`src/rtl/frame_buf_master.sv`:
```
// Frame-buffer memory initiator: streams pixels into a circular frame region and
// prefetches the same region back through a small output FIFO, one memory port.
module frame_buf_master #(
  parameter int DATA_WIDTH   = 32,
  parameter int ADDR_WIDTH   = 29,
  parameter int FRAME_BASE   = 1,
  parameter int FRAME_PIXELS = 307200,
  parameter int BURST_LEN    = 16,
  parameter int FIFO_DEPTH   = 4
) (
  input  logic                  clk,
  input  logic                  reset,
  input  logic [DATA_WIDTH-1:0] in_data,
  input  logic                  in_valid,
  output logic                  in_rdy,
  input  logic                  rd_enable,
  output logic [DATA_WIDTH-1:0] out_data,
  output logic                  out_valid,
  input  logic                  out_rdy,
  output logic [ADDR_WIDTH-1:0] wr_addr,
  output logic [DATA_WIDTH-1:0] wr_data,
  output logic                  wr_en,
  output logic [ADDR_WIDTH-1:0] rd_addr,
  output logic                  rd_en,
  input  logic                  wr_rdy,
  input  logic [DATA_WIDTH-1:0] rd_data,
  input  logic                  rd_data_valid,
  output logic                  wr_frame_done,
  output logic                  rd_frame_done
);
  localparam int PTR_W  = $clog2(FIFO_DEPTH);
  localparam int CNT_W  = PTR_W + 1;
  localparam int BEAT_W = $clog2(BURST_LEN + 1);
  localparam logic [ADDR_WIDTH-1:0] FIRST_ADDR = ADDR_WIDTH'(FRAME_BASE);
  localparam logic [ADDR_WIDTH-1:0] LAST_ADDR  = ADDR_WIDTH'(FRAME_BASE + FRAME_PIXELS - 1);
  localparam logic [CNT_W-1:0]      FULL_CNT   = CNT_W'(FIFO_DEPTH);
  localparam logic [BEAT_W-1:0]     BURST_MAX  = BEAT_W'(BURST_LEN);

  typedef enum logic [1:0] {S_IDLE, S_WR, S_RD} state_t;

  state_t                  r_state;
  logic                    r_last_wr;
  logic                    r_rd_outst;
  logic [BEAT_W-1:0]       r_beat;
  logic [ADDR_WIDTH-1:0]   r_wr_addr;
  logic [ADDR_WIDTH-1:0]   r_rd_addr;
  logic                    r_wr_done;
  logic                    r_rd_done;
  logic [DATA_WIDTH-1:0]   r_fifo [FIFO_DEPTH];
  logic [PTR_W-1:0]        r_wptr;
  logic [PTR_W-1:0]        r_rptr;
  logic [CNT_W-1:0]        r_count;

  logic                    w_fifo_full;
  logic                    w_rd_pending;
  logic                    w_wr_beat;
  logic                    w_rd_beat;
  logic                    w_pop;
  logic                    w_rd_leave;
  logic                    w_rd_issue;
  logic [BEAT_W-1:0]       w_beat_inc;
  logic [BEAT_W-1:0]       w_wr_beat_next;

  assign w_fifo_full    = (r_count == FULL_CNT);
  assign w_rd_pending   = rd_enable & ~w_fifo_full;
  assign w_wr_beat      = (r_state == S_WR) & in_valid & wr_rdy;
  assign w_rd_beat      = (r_state == S_RD) & r_rd_outst & rd_data_valid;
  assign w_pop          = out_valid & out_rdy;
  // Beat counter saturates so a late-arriving request on the other side still switches.
  assign w_beat_inc     = (r_beat == BURST_MAX) ? r_beat : r_beat + 1'b1;
  assign w_wr_beat_next = w_wr_beat ? w_beat_inc : r_beat;
  // Leaving RD is decided with nothing in flight, so a new read is never issued on the way out.
  assign w_rd_leave     = (r_state == S_RD) & ~r_rd_outst &
                          (((r_beat == BURST_MAX) & in_valid) | ~rd_enable | w_fifo_full);
  assign w_rd_issue     = (r_state == S_RD) & ~r_rd_outst & ~w_rd_leave;

  assign in_rdy        = (r_state == S_WR) & wr_rdy;
  assign wr_en         = ~((r_state == S_WR) & in_valid);
  assign rd_en         = ~((r_state == S_RD) & (r_rd_outst | w_rd_issue));
  assign wr_addr       = r_wr_addr;
  assign rd_addr       = r_rd_addr;
  assign wr_data       = in_data;
  assign out_valid     = (r_count != '0);
  assign out_data      = out_valid ? r_fifo[r_rptr] : '0;
  assign wr_frame_done = r_wr_done;
  assign rd_frame_done = r_rd_done;

  always_ff @(posedge clk) begin
    if (reset) begin
      r_state    <= S_IDLE;
      r_last_wr  <= 1'b0;
      r_rd_outst <= 1'b0;
      r_beat     <= '0;
      r_wr_addr  <= FIRST_ADDR;
      r_rd_addr  <= FIRST_ADDR;
      r_wr_done  <= 1'b0;
      r_rd_done  <= 1'b0;
      r_wptr     <= '0;
      r_rptr     <= '0;
      r_count    <= '0;
    end else begin
      r_wr_done <= w_wr_beat & (r_wr_addr == LAST_ADDR);
      r_rd_done <= w_rd_beat & (r_rd_addr == LAST_ADDR);
      if (w_wr_beat) r_wr_addr <= (r_wr_addr == LAST_ADDR) ? FIRST_ADDR : r_wr_addr + 1'b1;
      if (w_rd_beat) r_rd_addr <= (r_rd_addr == LAST_ADDR) ? FIRST_ADDR : r_rd_addr + 1'b1;
      if (w_rd_issue)     r_rd_outst <= 1'b1;
      else if (w_rd_beat) r_rd_outst <= 1'b0;
      if (w_rd_beat) r_wptr <= r_wptr + 1'b1;
      if (w_pop)     r_rptr <= r_rptr + 1'b1;
      case ({w_rd_beat, w_pop})
        2'b10:   r_count <= r_count + 1'b1;
        2'b01:   r_count <= r_count - 1'b1;
        default: r_count <= r_count;
      endcase
      case (r_state)
        S_IDLE: begin
          if (w_rd_pending & (r_last_wr | ~in_valid)) begin
            r_state <= S_RD;
            r_beat  <= '0;
          end else if (in_valid) begin
            r_state <= S_WR;
            r_beat  <= '0;
          end
        end
        S_WR: begin
          r_last_wr <= 1'b1;
          if (~in_valid) begin
            r_state <= S_IDLE;
            r_beat  <= '0;
          end else if ((w_wr_beat_next == BURST_MAX) & w_rd_pending) begin
            r_state <= S_RD;
            r_beat  <= '0;
          end else begin
            r_beat <= w_wr_beat_next;
          end
        end
        S_RD: begin
          r_last_wr <= 1'b0;
          if (w_rd_leave) begin
            r_state <= in_valid ? S_WR : S_IDLE;
            r_beat  <= '0;
          end else if (w_rd_beat) begin
            r_beat <= w_beat_inc;
          end
        end
        default: begin
          r_state <= S_IDLE;
          r_beat  <= '0;
        end
      endcase
    end
  end

  always_ff @(posedge clk) begin
    if (w_rd_beat) r_fifo[r_wptr] <= rd_data;
  end

endmodule

```
`config.mk`:
```
export PLATFORM = sky130hd
export DESIGN_NAME = frame_buf_master
export DESIGN_NICKNAME = d
export VERILOG_FILES = /design/src/rtl/frame_buf_master.sv
export SDC_FILE = /design/constraint.sdc
export NUM_CORES = 1
export LEC_CHECK = 0
export ABC_AREA = 1
export CAP_MARGIN = 30
export CORE_MARGIN = 1.5
export CORE_UTILIZATION = 50
export CTS_CLUSTER_SIZE = 40
export DETAILED_ROUTE_END_ITERATION = 10
export PLACE_DENSITY = 0.78
export SYNTH_ARGS = -nofsm -noshare
export SYNTH_HDL_FRONTEND = slang
export SYNTH_SLANG_ARGS = --single-unit
```
`constraint.sdc`:
```
create_clock -name clk -period 3.3 [get_ports clk]
set_input_delay 0.66 -clock clk [delete_from_list [all_inputs] [get_ports clk]]
set_output_delay 0.66 -clock clk [all_outputs]
set_load 0.03 [all_outputs]
```
==> run_1/layer_met1.png <==
The bar under the picture is 50 um long.
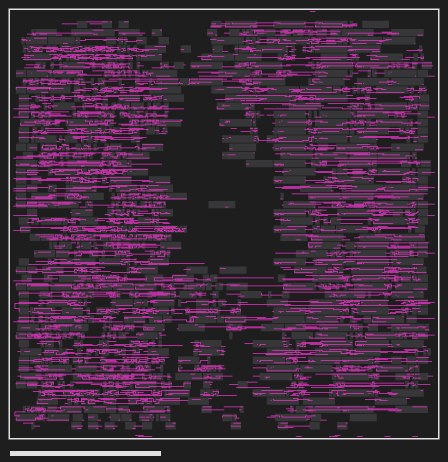
The longest straight run is 45.1 um. The layer carries 9,940 um of wire. 1,165 nets have wire on it. The wires run mostly horizontal. The layer holds 45% of the routed length.
total vias in the final route: 7,711
total length of routed wires: 22.0 mm
met1 track utilization from global routing: 28.8%

==> run_1/metal_density.png <==
The die is cut into 28 by 28 equal tiles; white is low, dark blue is high, scaled to the fullest tile. Values are wire area over tile area, all layers added.
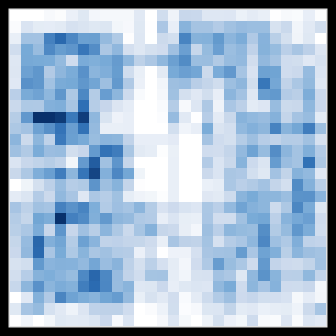
The fullest tile reaches 0.56. 7.0% of the tiles are nearly empty. 15% of the tiles are over half the peak. The emptiest ninth of the die: middle. The densest ninth of the die: left middle. The mean over all tiles is 0.17.

==> impl_metrics.xml, run 1 <==
<?xml version="1.0" encoding="UTF-8"?>
<metrics>
  <group name="cells_and_area">
    <metric name="seq_cell_count" unit="">206</metric>
    <metric name="design_area" unit="sq um">11900</metric>
    <metric name="area.share.sequential" unit="%">45.5</metric>
    <metric name="lay_top_count" unit="">nor2_1</metric>
    <metric name="area.sequential" unit="sq um">5410</metric>
    <metric name="n_antenna_cell" unit="">0</metric>
    <metric name="final-clk-cell-share" unit="%">6.22</metric>
    <metric name="final.signal_buffer_count" unit="">149</metric>
    <metric name="final_layout_top_logic_cells" unit="">nor2_1 (215), nand2_1 (152), clkdlybuf4s50_1 (132)</metric>
    <metric name="clkbuf_count" unit="">28</metric>
    <metric name="layout-drive-gt1-share" unit="%">6.63</metric>
    <metric name="filler_cell_count_in_the_final_layout" unit="">1520</metric>
    <metric name="syn_to_final_growth" unit="%">22.7</metric>
    <metric name="postLayoutCoreUtil" unit="%">63.1</metric>
    <metric name="buf_share" unit="%">12.6</metric>
    <metric name="largest_cell_class" unit="">flip-flops and latches</metric>
    <metric name="share_of_cell_area_taken_by_multi_input_logic_gates" unit="%">29.6</metric>
    <metric name="num-multi-input-gates" unit="">721</metric>
    <metric name="finalNetCount" unit="">1293</metric>
    <metric name="inv_count" unit="">105</metric>
    <metric name="post_layout_nonfiller_instances" unit="">1482</metric>
    <metric name="logic_area" unit="sq um">3520</metric>
  </group>
  <group name="floorplan">
    <metric name="placeableCoreArea" unit="sq um">18800</metric>
    <metric name="core_util_floorplan" unit="%">51.4</metric>
    <metric name="placementRows" unit="">50</metric>
    <metric name="io_pins" unit="">199</metric>
    <metric name="well_tap_count" unit="">260</metric>
    <metric name="die_h" unit="um">142</metric>
    <metric name="die_w" unit="um">142</metric>
    <metric name="die_area" unit="sq um">20200</metric>
  </group>
  <group name="power">
    <metric name="power.share.combinational" unit="%">9.6</metric>
    <metric name="p_per_area" unit="nW/um^2">493</metric>
    <metric name="static_leakage_power" unit="nW">4.22</metric>
    <metric name="total_power" unit="mW">5.86</metric>
    <metric name="share_seq_of_total_power" unit="%">47.7</metric>
    <metric name="cellInternalPower" unit="mW">4.50</metric>
    <metric name="peakVddDrop" unit="mV">0.322</metric>
    <metric name="power.net_switching" unit="mW">1.36</metric>
    <metric name="power_frac_clock" unit="%">42.7</metric>
    <metric name="swShare" unit="%">23.2</metric>
  </group>
  <group name="detailed_routing">
    <metric name="routed_via_density" unit="">5.20</metric>
    <metric name="drt_iter0_markers" unit="">487</metric>
    <metric name="final_antenna_net_count" unit="">0</metric>
    <metric name="detail_route.wirelength.met1" unit="mm">9.94</metric>
    <metric name="detail_route.wl_per_cell" unit="um">14.8</metric>
    <metric name="met3WireLength" unit="mm">1.37</metric>
    <metric name="wl_met2" unit="mm">10.4</metric>
    <metric name="firstDrtPassIters" unit="">6</metric>
    <metric name="highest-signal-layer" unit="">met4</metric>
    <metric name="drc" unit="">0</metric>
  </group>
  <group name="sta">
    <metric name="setup_repair_after_global_routing_missed_its_margin" unit="">no</metric>
    <metric name="setup_tns" unit="ps">0</metric>
    <metric name="maxClockFrequency" unit="MHz">318</metric>
    <metric name="fin_ws" unit="ps">153</metric>
    <metric name="slew_headroom" unit="%">45.3</metric>
    <metric name="slew_viol_final" unit="">0</metric>
    <metric name="max_slew.worst_pin.slew" unit="ps">818</metric>
    <metric name="period_used_share" unit="%">95.4</metric>
    <metric name="worst_clock_skew" unit="ps">4.61</metric>
    <metric name="finalSetupViolations" unit="">0</metric>
    <metric name="whs" unit="ps">469</metric>
    <metric name="fin_crit" unit="ps">3150</metric>
    <metric name="timing.final.hold_violations" unit="">0</metric>
  </group>
  <group name="job">
    <metric name="max_cap_violations" unit="">0</metric>
    <metric name="tool_warnings" unit="">35</metric>
  </group>
  <group name="place">
    <metric name="placed_area" unit="sq um">11100</metric>
    <metric name="place_hpwl" unit="mm">14.3</metric>
    <metric name="place.port_buffers" unit="">134</metric>
    <metric name="finalWeightedCongestion" unit="">0.906</metric>
    <metric name="numPlacedInstances" unit="">1441</metric>
    <metric name="place_ws" unit="ps">187</metric>
  </group>
  <group name="logic_synthesis">
    <metric name="yosys.stat.seqShare" unit="%">55.8</metric>
    <metric name="postSynth.topFlopCell" unit="">edfxtp_1</metric>
    <metric name="synth.yosys.chip_area" unit="sq um">9680</metric>
    <metric name="synth_stat.cells" unit="">1097</metric>
    <metric name="synth_nets" unit="">1184</metric>
    <metric name="synth.top_cells.by_area" unit="">edfxtp_1 (40%), dfxtp_1 (16%), nor2_1 (8.5%)</metric>
    <metric name="synthesis.instances" unit="">1097</metric>
    <metric name="synth_flops" unit="">206</metric>
    <metric name="synthArstFlopShare" unit="%">0</metric>
    <metric name="netlist_area" unit="sq um">9680</metric>
    <metric name="syn-mean-instance-area" unit="sq um">8.82</metric>
    <metric name="yosysWarningCount" unit="">0</metric>
    <metric name="synthDominantCellAreaShare" unit="%">39.7</metric>
    <metric name="post_synth_most_frequent_cells" unit="">nor2_1 (219), nand2_1 (152), edfxtp_1 (128)</metric>
    <metric name="top_area_cell" unit="">edfxtp_1</metric>
    <metric name="post-synth-top-count-cell" unit="">nor2_1</metric>
    <metric name="count_of_flip_flops_with_a_built_in_enable_after_synthesis" unit="">128</metric>
    <metric name="synth.distinct_cells" unit="">41</metric>
  </group>
  <group name="global_route">
    <metric name="number_of_global_route_vias_before_repair" unit="">7393</metric>
    <metric name="globalRouteTotalUtil" unit="%">21.8</metric>
    <metric name="grt_antenna_before_repair" unit="">0</metric>
    <metric name="globalRoute.totalOverflow" unit="">0</metric>
    <metric name="grt_pass1_wl" unit="mm">35.8</metric>
    <metric name="maximum_number_of_pins_on_one_net_before_global_route_repair" unit="">53</metric>
  </group>
  <group name="setup_path">
    <metric name="worst-path-max-fanout" unit="">52</metric>
    <metric name="worstSetupPathType" unit="">reg -&gt; out</metric>
    <metric name="endpoint" unit="">out_data[8]</metric>
    <metric name="critical_path_required" unit="ps">2640</metric>
    <metric name="r2r_cells" unit="">10</metric>
    <metric name="critical_path.reg2reg.endpoint" unit="">r_count[2]</metric>
    <metric name="timing.critical_path.to_type" unit="">primary output</metric>
    <metric name="regToRegSetupSlack" unit="ps">1020</metric>
    <metric name="startpoint_kind_of_the_worst_setup_timing_path" unit="">register</metric>
    <metric name="launch_point_of_the_worst_reg_to_reg_path" unit="">r_state[0]</metric>
    <metric name="critical_path_arrival" unit="ps">2490</metric>
  </group>
  <group name="clock_tree">
    <metric name="number_of_h_tree_levels" unit="">1</metric>
    <metric name="cts_repair_resize_count" unit="">1</metric>
    <metric name="cts_max_path_buffers" unit="">3</metric>
    <metric name="tritoncts" unit="">yes</metric>
    <metric name="cts_setup_buffers" unit="">0</metric>
    <metric name="clkSinkCount" unit="">206</metric>
    <metric name="clkLatencyLatePin" unit="ps">490</metric>
    <metric name="clock-root-buffer" unit="">clkbuf_16</metric>
    <metric name="cts_inserted_buffers" unit="">23</metric>
    <metric name="clkTransAtPathRegs" unit="ps">60</metric>
    <metric name="post_cts_hold_buffer_count" unit="">0</metric>
  </group>
  <group name="worst_hold_path">
    <metric name="min_path_cells" unit="">2</metric>
    <metric name="timing.hold.worst.class" unit="">reg -&gt; reg</metric>
    <metric name="hold_start" unit="">r_rptr[1]</metric>
  </group>
  <group name="status">
    <metric name="run_status" unit="">completed</metric>
  </group>
</metrics>
==> run_1/wires.png <==
The bar under the picture is 50 um long. Two of the layers only.
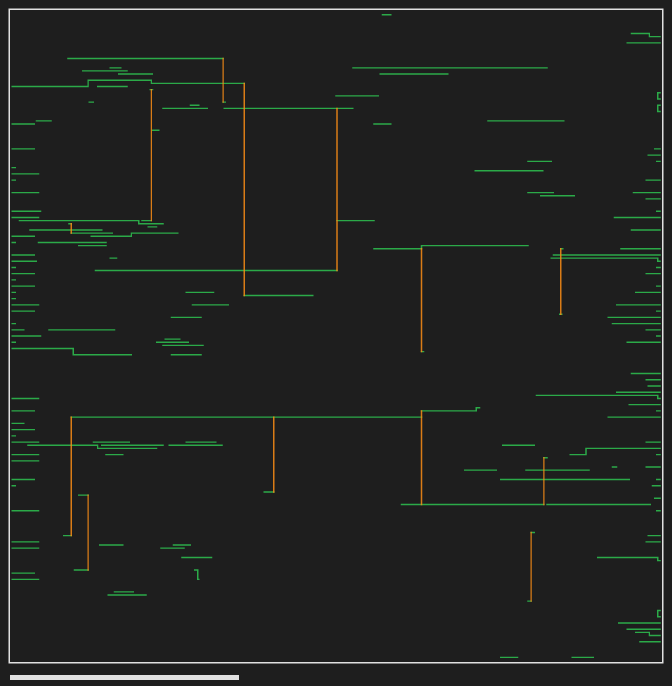
Orange is metal 4, wire length 263 um. Green is metal 3, wire length 1,370 um.

run 1: worst max-delay path: stages (launching register included):
cell and delay [ps]:
dfxtp_2 510, buf_12 270, nor2_1 80, nor2_1 100
o21ai_0 90, a21oi_1 200, clkdlybuf4s50_1 700
run 1: registers in the layout (all words and copies together) (netlist names), named ones only:
| signal | cells |
|---|---|
| r_fifo | 128 |
| rd_addr | 29 |
| wr_addr | 29 |
| r_beat | 5 |
| r_count | 3 |
| r_rptr | 2 |
| r_state | 2 |
| r_wptr | 2 |
| r_last_wr | 1 |
| r_rd_outst | 1 |
| rd_frame_done | 1 |
| wr_frame_done | 1 |
run 1: power by group through the flow:
stage / Combinational (mW) / Sequential [mW] / Clock, mW
2_1_floorplan: 0.420 / 2.85 / 0
6_report: 0.564 / 2.80 / 2.50
4_1_cts: 0.563 / 2.80 / 2.56
3_3_place_gp: 0.552 / 2.85 / 0
5_1_grt: 0.629 / 2.80 / 2.66
3_5_place_dp: 0.559 / 2.85 / 0
run 1: metal layers:
| metal | GRT usage, % | up-vias |
|---|---|---|
| li1 | - | 3876 |
| met1 | 28.8 | 3570 |
| met2 | 37.6 | 237 |
| met3 | 3.63 | 28 |
| met4 | 5.26 | 0 |
| met5 | 0 | - |
run 1: kinds of logic (layout without fill, tap and decap cells):
| family | after synthesis | count (layout) | share of synthesized area (%) |
|---|---|---|---|
| buffers and inverters | 170 | 295 | 7.90 |
| adders and majority gates | 16 | 16 | 2.15 |
| DFF | 206 | 206 | 55.8 |
| and+or+nand+nor | 517 | 517 | 23.7 |
| AOI/OAI and AO/OA | 176 | 176 | 9.32 |
| xor gates and xnor gates | 12 | 12 | 1.09 |
--- run 2 (diff from run 1) ---
ABC_CLOCK_PERIOD_IN_PS = 3300   (was default)
CORE_UTILIZATION = 35   (was 50)
PLACE_DENSITY = default   (was 0.78)
==> run_2/metal_density.png <==
The die is cut into 34 by 34 equal tiles; white is low, dark blue is high, scaled to the fullest tile. Values are wire area over tile area, all layers added.
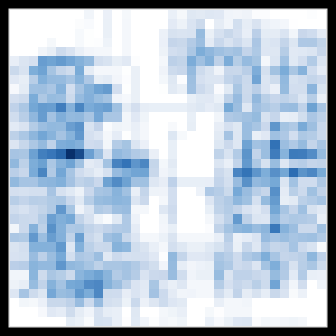
The emptiest ninth of the die: top middle. The mean over all tiles is 0.13. 17% of the tiles are nearly empty.
total vias in the final route: 7,652
overall fraction of global-route tracks in use: 15.9%

==> run_2/wires.png <==
The bar under the picture is 50 um long. Two of the layers only.
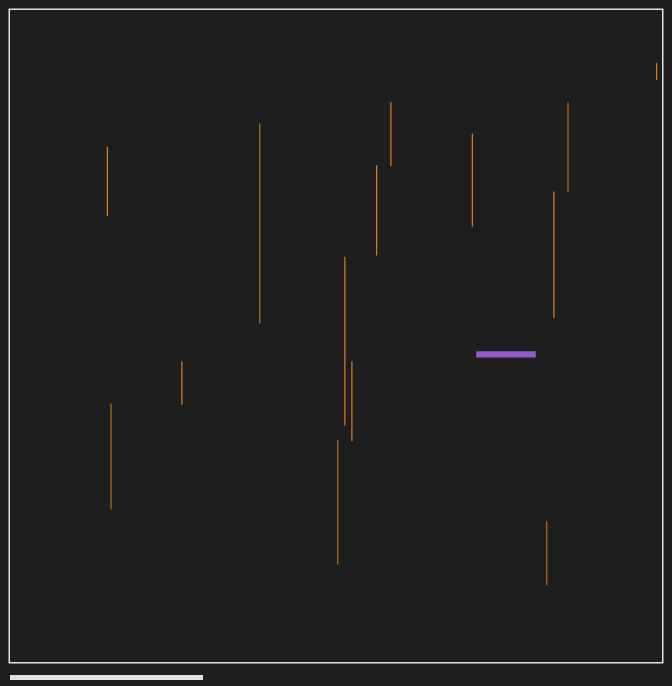
Purple is metal 5, wire length 13.8 um. Orange is metal 4, wire length 343 um.

==> run 2 against run 1 <==
Critical path depth shrank 1; clock skew rose by 13 ps; routed wire length rose by 6.2%; sequential share of layout area is 0.54 points lower; combinational power up 0.7%; global-route usage fell by 5.9 points; hold slack gained 1.7 ps; final area is 1.2% higher; synthesized cell count unchanged; maximum frequency grew 9.2%; largest cell class unchanged; largest power group is now the clock network.
==> impl_metrics.xml, run 2 <==
<?xml version="1.0" encoding="UTF-8"?>
<metrics>
  <group name="logic_synthesis">
    <metric name="postSynth.topFlopCell" unit="">edfxtp_1</metric>
    <metric name="synth.yosys.chip_area" unit="sq um">9680</metric>
    <metric name="synth.top_cells.by_area" unit="">edfxtp_1 (40%), dfxtp_1 (16%), nor2_1 (8.5%)</metric>
    <metric name="synth_nets" unit="">1184</metric>
    <metric name="yosysWarningCount" unit="">0</metric>
    <metric name="synthesis.instances" unit="">1097</metric>
    <metric name="synth_flops" unit="">206</metric>
    <metric name="yosys.stat.seqShare" unit="%">55.8</metric>
    <metric name="synthDominantCellAreaShare" unit="%">39.7</metric>
    <metric name="top_area_cell" unit="">edfxtp_1</metric>
    <metric name="syn-mean-instance-area" unit="sq um">8.82</metric>
    <metric name="post_synth_most_frequent_cells" unit="">nor2_1 (219), nand2_1 (152), edfxtp_1 (128)</metric>
    <metric name="count_of_flip_flops_with_a_built_in_enable_after_synthesis" unit="">128</metric>
    <metric name="synthArstFlopShare" unit="%">0</metric>
    <metric name="synth_stat.cells" unit="">1097</metric>
    <metric name="synth.distinct_cells" unit="">41</metric>
    <metric name="post-synth-top-count-cell" unit="">nor2_1</metric>
    <metric name="netlist_area" unit="sq um">9680</metric>
  </group>
  <group name="detailed_routing">
    <metric name="detail_route.wl_per_cell" unit="um">14.9</metric>
    <metric name="drt_iter0_markers" unit="">504</metric>
    <metric name="finalWirelength" unit="mm">23.4</metric>
    <metric name="firstDrtPassIters" unit="">5</metric>
    <metric name="routed_via_density" unit="">4.88</metric>
    <metric name="final_antenna_net_count" unit="">0</metric>
    <metric name="drc" unit="">0</metric>
  </group>
  <group name="clock_tree">
    <metric name="cts_setup_buffers" unit="">0</metric>
    <metric name="clock-root-buffer" unit="">clkbuf_16</metric>
    <metric name="number_of_h_tree_levels" unit="">1</metric>
    <metric name="cts_max_path_buffers" unit="">3</metric>
    <metric name="tritoncts" unit="">yes</metric>
    <metric name="clkTransAtPathRegs" unit="ps">60</metric>
    <metric name="clkLatencyLatePin" unit="ps">510</metric>
    <metric name="clkSinkCount" unit="">206</metric>
    <metric name="cts_inserted_buffers" unit="">24</metric>
  </group>
  <group name="floorplan">
    <metric name="die_h" unit="um">169</metric>
    <metric name="placementRows" unit="">60</metric>
    <metric name="core_util_floorplan" unit="%">35.8</metric>
    <metric name="io_pins" unit="">199</metric>
    <metric name="die_area" unit="sq um">28700</metric>
    <metric name="placeableCoreArea" unit="sq um">27000</metric>
    <metric name="die_w" unit="um">169</metric>
  </group>
  <group name="power">
    <metric name="share_seq_of_total_power" unit="%">45.3</metric>
    <metric name="peakVddDrop" unit="mV">0.387</metric>
    <metric name="swShare" unit="%">23.1</metric>
    <metric name="power_in_the_clock_group" unit="mW">2.81</metric>
    <metric name="total_power" unit="mW">6.17</metric>
    <metric name="power.share.combinational" unit="%">9.2</metric>
    <metric name="maxPowerGroup" unit="">the clock network</metric>
    <metric name="p_per_area" unit="nW/um^2">513</metric>
    <metric name="power.net_switching" unit="mW">1.42</metric>
    <metric name="comb_cell_power" unit="mW">0.568</metric>
    <metric name="power_frac_clock" unit="%">45.5</metric>
    <metric name="cellInternalPower" unit="mW">4.75</metric>
    <metric name="static_leakage_power" unit="nW">4.32</metric>
    <metric name="power_sequential" unit="mW">2.80</metric>
  </group>
  <group name="setup_path">
    <metric name="critical_path_required" unit="ps">2640</metric>
    <metric name="timing.critical_path.slowest_cell_delay" unit="ps">490</metric>
    <metric name="critical_path_arrival" unit="ps">2220</metric>
    <metric name="path_cells" unit="">clkinv_1 &gt; buf_4 &gt; o21ai_0 &gt; a21oi_1 &gt; buf_4</metric>
    <metric name="worstSetupPathType" unit="">reg -&gt; out</metric>
    <metric name="worst-path-max-fanout" unit="">64</metric>
    <metric name="startpoint_kind_of_the_worst_setup_timing_path" unit="">register</metric>
    <metric name="crit_path_top_delay_cell" unit="">buf_4</metric>
    <metric name="timing.critical_path.to_type" unit="">primary output</metric>
    <metric name="critical-path-top-cell-by-count" unit="">buf_4</metric>
    <metric name="launch_point_of_the_worst_reg_to_reg_path" unit="">r_state[0]</metric>
  </group>
  <group name="cells_and_area">
    <metric name="finalNetCount" unit="">1296</metric>
    <metric name="filler_cell_count_in_the_final_layout" unit="">2607</metric>
    <metric name="post_layout_nonfiller_instances" unit="">1568</metric>
    <metric name="layout-drive-gt1-share" unit="%">9.54</metric>
    <metric name="n_antenna_cell" unit="">0</metric>
    <metric name="top_reg_by_flops" unit="">r_fifo</metric>
    <metric name="final_layout_top_logic_cells" unit="">nor2_1 (215), nand2_1 (152), edfxtp_1 (128)</metric>
    <metric name="number_of_flip_flops_under_the_largest_register_name" unit="">128</metric>
    <metric name="lay_top_count" unit="">nor2_1</metric>
    <metric name="syn_to_final_growth" unit="%">24.2</metric>
  </group>
  <group name="sta">
    <metric name="maxClockFrequency" unit="MHz">347</metric>
    <metric name="setup_repair_after_global_routing_missed_its_margin" unit="">no</metric>
    <metric name="finalSetupViolations" unit="">0</metric>
    <metric name="worst_clock_skew" unit="ps">17.4</metric>
    <metric name="period_used_share" unit="%">87.3</metric>
    <metric name="slew_headroom" unit="%">43.7</metric>
    <metric name="timing.final.hold_violations" unit="">0</metric>
    <metric name="slew_viol_final" unit="">0</metric>
    <metric name="setup_tns" unit="ps">0</metric>
    <metric name="max_slew.worst_pin.slew" unit="ps">841</metric>
    <metric name="fin_crit" unit="ps">2880</metric>
  </group>
  <group name="global_route">
    <metric name="grt_pass1_wl" unit="mm">37.1</metric>
    <metric name="maximum_number_of_pins_on_one_net_before_global_route_repair" unit="">65</metric>
    <metric name="globalRoute.totalOverflow" unit="">0</metric>
    <metric name="number_of_global_route_vias_before_repair" unit="">7165</metric>
    <metric name="grt_antenna_before_repair" unit="">1</metric>
  </group>
  <group name="place">
    <metric name="numPlacedInstances" unit="">1524</metric>
    <metric name="place_hpwl" unit="mm">15.2</metric>
    <metric name="finalWeightedCongestion" unit="">0.824</metric>
    <metric name="place.port_buffers" unit="">134</metric>
  </group>
  <group name="job">
    <metric name="tool_warnings" unit="">35</metric>
    <metric name="max_cap_violations" unit="">0</metric>
  </group>
  <group name="worst_hold_path">
    <metric name="timing.hold.worst.class" unit="">reg -&gt; reg</metric>
    <metric name="hold_start" unit="">r_rptr[1]</metric>
  </group>
  <group name="status">
    <metric name="run_status" unit="">completed</metric>
  </group>
</metrics>
[run 2: through the flow]
stage          area, sq um  worst slack, ps  hold WS [ps]  util, %
2_1_floorplan         9680              463           436        -
3_3_place_gp         11200              322           455     41.4
3_5_place_dp         11200              309           461     41.4
4_1_cts              12000              207           474     44.5
5_1_grt              12000              227           515     44.5
6_report             12000              419           471     44.5
[run 2: kinds of logic after synthesis]
logic type | after synthesis | share of synthesized area, %
fa+ha+maj | 16 | 2.15
simple gates | 517 | 23.7
xor+xnor | 12 | 1.09
buf+inv | 170 | 7.90
compound gates | 176 | 9.32
flops | 206 | 55.8
[run 2: what timing repair did]
action,in CTS,in global routing
hold buffers,0,0
setup endpoints to repair,0,1
endpoints found under the hold margin,0,0
resized,0,1
[run 2: area by class of cell]
type / count / area [sq um] / area share, %
clock inverter: 14 / 199 / 1.65
inverter: 105 / 397 / 3.30
timing repair buffer: 151 / 1430 / 11.9
clock buffer: 30 / 644 / 5.36
sequential: 206 / 5410 / 45.0
multi-input combinational: 721 / 3520 / 29.3
tap: 341 / 427 / 3.55
[run 2: worst paths after layout]
| check | slack, ps | cells after the start | end |
|---|---|---|---|
| setup / recovery | 420 | 5 | out_data[8] |
| hold / removal | 470 | 2 | r_rptr[1] |
| setup reg to reg | 1040 | 10 | r_count[2] |
| hold reg to reg | 470 | 2 | r_rptr[1] |
[run 2: per-layer routing]
layer	up-vias	part of all wire (%)	global-route usage [%]
li1	3889	-	-
met1	3534	47	21.2
met2	191	45	26.6
met3	36	6.3	3.54
met4	2	1.5	3.58
met5	-	0.056	0
[run 2: critical path: cells and delay by family, from the launching register on]
| kind | cells | cell delay, ps |
|---|---|---|
| buffers and inverters | 3 | 780 |
| AND-OR/OR-AND | 2 | 450 |
| flip-flops | 1 | 440 |
--- run 3 (diff from run 2) ---
CAP_MARGIN = 20   (was 30)
SKIP_LAST_GASP = 1   (was default)
==> run_3/metal_density.png <==
The die is cut into 34 by 34 equal tiles; white is low, dark blue is high, scaled to the fullest tile. Values are wire area over tile area, all layers added.
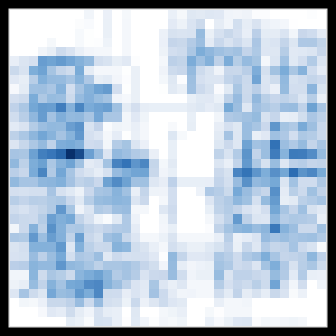
The fullest tile reaches 0.59. The emptiest ninth of the die: top middle. The mean over all tiles is 0.13. 17% of the tiles are nearly empty. 7.6% of the tiles are over half the peak.

==> run_3/layer_met1.png <==
The bar under the picture is 50 um long.
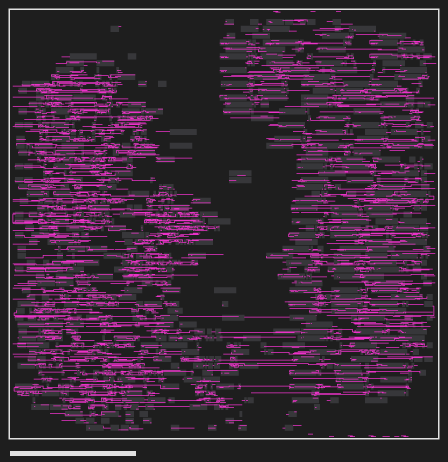
The wires run mostly horizontal. The layer holds 47% of the routed length. The longest straight run is 35.4 um. The layer carries 11,000 um of wire. 1,165 nets have wire on it.

==> run 3 against run 2 <==
Power is the same; via count is the same; critical path depth is the same; highest routed layer unchanged; flip-flop count is the same; hold slack is the same; clock skew is the same.
==> impl_metrics.xml, run 3 <==
<?xml version="1.0" encoding="UTF-8"?>
<metrics>
  <group name="status">
    <metric name="run_status" unit="">completed</metric>
  </group>
  <group name="cells_and_area">
    <metric name="layout-drive-gt1-share" unit="%">9.54</metric>
    <metric name="top_reg_by_flops" unit="">r_fifo</metric>
    <metric name="syn_to_final_growth" unit="%">24.2</metric>
    <metric name="lay_top_count" unit="">nor2_1</metric>
    <metric name="n_antenna_cell" unit="">0</metric>
    <metric name="final_layout_top_logic_cells" unit="">nor2_1 (215), nand2_1 (152), edfxtp_1 (128)</metric>
    <metric name="number_of_flip_flops_under_the_largest_register_name" unit="">128</metric>
    <metric name="finalNetCount" unit="">1296</metric>
    <metric name="postLayoutCoreUtil" unit="%">44.5</metric>
  </group>
  <group name="floorplan">
    <metric name="die_w" unit="um">169</metric>
    <metric name="placementRows" unit="">60</metric>
    <metric name="die_h" unit="um">169</metric>
    <metric name="placeableCoreArea" unit="sq um">27000</metric>
    <metric name="io_pins" unit="">199</metric>
    <metric name="die_area" unit="sq um">28700</metric>
    <metric name="core_util_floorplan" unit="%">35.8</metric>
  </group>
  <group name="logic_synthesis">
    <metric name="count_of_flip_flops_with_a_built_in_enable_after_synthesis" unit="">128</metric>
    <metric name="synthesis.instances" unit="">1097</metric>
    <metric name="synth.yosys.chip_area" unit="sq um">9680</metric>
    <metric name="syn-mean-instance-area" unit="sq um">8.82</metric>
    <metric name="synth_nets" unit="">1184</metric>
    <metric name="post_synth_most_frequent_cells" unit="">nor2_1 (219), nand2_1 (152), edfxtp_1 (128)</metric>
    <metric name="post-synth-top-count-cell" unit="">nor2_1</metric>
    <metric name="synth_flops" unit="">206</metric>
    <metric name="yosysWarningCount" unit="">0</metric>
    <metric name="top_area_cell" unit="">edfxtp_1</metric>
    <metric name="synth_stat.cells" unit="">1097</metric>
    <metric name="synth.distinct_cells" unit="">41</metric>
    <metric name="yosys.stat.seqShare" unit="%">55.8</metric>
    <metric name="postSynth.topFlopCell" unit="">edfxtp_1</metric>
    <metric name="netlist_area" unit="sq um">9680</metric>
    <metric name="synthArstFlopShare" unit="%">0</metric>
    <metric name="synthDominantCellAreaShare" unit="%">39.7</metric>
    <metric name="synth.top_cells.by_area" unit="">edfxtp_1 (40%), dfxtp_1 (16%), nor2_1 (8.5%)</metric>
  </group>
  <group name="detailed_routing">
    <metric name="final_antenna_net_count" unit="">0</metric>
    <metric name="drt_iter0_markers" unit="">504</metric>
    <metric name="dr_total_vias" unit="">7652</metric>
    <metric name="finalWirelength" unit="mm">23.4</metric>
    <metric name="firstDrtPassIters" unit="">5</metric>
    <metric name="detail_route.wirelength.met1" unit="mm">11.0</metric>
    <metric name="routed_via_density" unit="">4.88</metric>
    <metric name="met3WireLength" unit="mm">1.48</metric>
    <metric name="wl_met2" unit="mm">10.5</metric>
    <metric name="highest-signal-layer" unit="">met5</metric>
    <metric name="detail_route.wl_per_cell" unit="um">14.9</metric>
    <metric name="drc" unit="">0</metric>
  </group>
  <group name="setup_path">
    <metric name="r2r_cells" unit="">10</metric>
    <metric name="critical_path.reg2reg.endpoint" unit="">r_count[2]</metric>
    <metric name="worst-path-max-fanout" unit="">64</metric>
    <metric name="endpoint" unit="">out_data[8]</metric>
    <metric name="path_cells" unit="">clkinv_1 &gt; buf_4 &gt; o21ai_0 &gt; a21oi_1 &gt; buf_4</metric>
    <metric name="startpoint_kind_of_the_worst_setup_timing_path" unit="">register</metric>
    <metric name="regToRegSetupSlack" unit="ps">1040</metric>
    <metric name="worstSetupPathType" unit="">reg -&gt; out</metric>
    <metric name="timing.critical_path.slowest_cell_delay" unit="ps">490</metric>
    <metric name="critical-path-top-cell-by-count" unit="">buf_4</metric>
    <metric name="crit_path_top_delay_cell" unit="">buf_4</metric>
    <metric name="critical_path_required" unit="ps">2640</metric>
    <metric name="critical_path_arrival" unit="ps">2220</metric>
    <metric name="timing.critical_path.to_type" unit="">primary output</metric>
    <metric name="launch_point_of_the_worst_reg_to_reg_path" unit="">r_state[0]</metric>
  </group>
  <group name="sta">
    <metric name="whs" unit="ps">471</metric>
    <metric name="setup_repair_after_global_routing_missed_its_margin" unit="">no</metric>
    <metric name="setup_tns" unit="ps">0</metric>
    <metric name="fin_crit" unit="ps">2880</metric>
    <metric name="max_slew.worst_pin.slew" unit="ps">841</metric>
    <metric name="timing.final.hold_violations" unit="">0</metric>
    <metric name="slew_headroom" unit="%">43.7</metric>
    <metric name="period_used_share" unit="%">87.3</metric>
    <metric name="worst_clock_skew" unit="ps">17.4</metric>
    <metric name="slew_viol_final" unit="">0</metric>
    <metric name="maxClockFrequency" unit="MHz">347</metric>
    <metric name="finalSetupViolations" unit="">0</metric>
  </group>
  <group name="worst_hold_path">
    <metric name="timing.hold.worst.class" unit="">reg -&gt; reg</metric>
    <metric name="min_path_cells" unit="">2</metric>
  </group>
  <group name="global_route">
    <metric name="grt_antenna_before_repair" unit="">1</metric>
    <metric name="grt_util_met3" unit="%">3.54</metric>
    <metric name="grt_pass1_wl" unit="mm">37.1</metric>
    <metric name="global_route.usage.met1" unit="%">21.2</metric>
    <metric name="globalRouteTotalUtil" unit="%">15.9</metric>
    <metric name="use_met2" unit="%">26.6</metric>
    <metric name="maximum_number_of_pins_on_one_net_before_global_route_repair" unit="">65</metric>
    <metric name="number_of_global_route_vias_before_repair" unit="">7165</metric>
    <metric name="grt_busiest_layer" unit="">met2</metric>
    <metric name="globalRoute.totalOverflow" unit="">0</metric>
  </group>
  <group name="power">
    <metric name="total_power" unit="mW">6.17</metric>
    <metric name="peakVddDrop" unit="mV">0.387</metric>
    <metric name="p_per_area" unit="nW/um^2">513</metric>
    <metric name="static_leakage_power" unit="nW">4.32</metric>
  </group>
  <group name="clock_tree">
    <metric name="clkSinkCount" unit="">206</metric>
    <metric name="post_cts_hold_buffer_count" unit="">0</metric>
    <metric name="clock-root-buffer" unit="">clkbuf_16</metric>
    <metric name="cts_setup_buffers" unit="">0</metric>
    <metric name="number_of_h_tree_levels" unit="">1</metric>
    <metric name="cts_max_path_buffers" unit="">3</metric>
    <metric name="cts_repair_resize_count" unit="">0</metric>
    <metric name="clkTransAtPathRegs" unit="ps">60</metric>
    <metric name="cts_inserted_buffers" unit="">24</metric>
    <metric name="clkLatencyLatePin" unit="ps">510</metric>
    <metric name="tritoncts" unit="">yes</metric>
  </group>
  <group name="place">
    <metric name="place_hpwl" unit="mm">15.2</metric>
    <metric name="place.port_buffers" unit="">134</metric>
    <metric name="finalWeightedCongestion" unit="">0.824</metric>
  </group>
  <group name="job">
    <metric name="max_cap_violations" unit="">0</metric>
    <metric name="tool_warnings" unit="">35</metric>
  </group>
</metrics>
## run 3: cell counts after synthesis
Identical to the previous run, type by type.
## run 3: worst min-delay path by stage
| stage | start | to | slack, ps |
|---|---|---|---|
| after floorplan | r_rptr[1] | register | 440 |
| after global placement | r_rptr[0] | register | 460 |
| after detailed placement | r_rptr[0] | register | 460 |
| after CTS | r_rptr[1] | r_rptr[1] | 470 |
| after global routing | r_state[0] | r_state[0] | 510 |
| final | r_rptr[1] | r_rptr[1] | 470 |
## run 3: critical path: cells and delay by family (launching register included)
| kind | cells | cell delay (ps) |
|---|---|---|
| buf+inv | 3 | 780 |
| compound gates | 2 | 450 |
| flops | 1 | 440 |
## run 3: layout make-up
type / count / area [sq um]
fill: 2607 / 15000
multi-input combinational: 721 / 3520
sequential: 206 / 5410
inverter: 105 / 397
clock inverter: 14 / 199
timing repair buffer: 151 / 1430
tap: 341 / 427
clock buffer: 30 / 644
## run 3: cell families after synthesis
group	count (synthesis)	share of synthesized area, %
adder cells (fa/ha/maj)	16	2.15
flip-flops	206	55.8
AND-OR/OR-AND	176	9.32
XOR/XNOR	12	1.09
AND/OR/NAND/NOR	517	23.7
buffers and inverters	170	7.90
## run 3: stage by stage
stage | cell area [sq um] | cells | setup slack (ps)
2_1_floorplan | 9680 | 1097 | 463
3_3_place_gp | 11200 | 1524 | 322
3_5_place_dp | 11200 | 1524 | 309
4_1_cts | 12000 | 1568 | 207
5_1_grt | 12000 | 1568 | 227
6_report | 12000 | 1568 | 419
## run 3: report_power, final
group / total (mW) / leakage [nW] / switching (mW) / internal (mW)
Sequential: 2.80 / 1.78 / 0.0296 / 2.77
Clock: 2.81 / 0.404 / 1.03 / 1.77
Combinational: 0.568 / 2.14 / 0.361 / 0.207
Power and IR drop assume default switching activity.
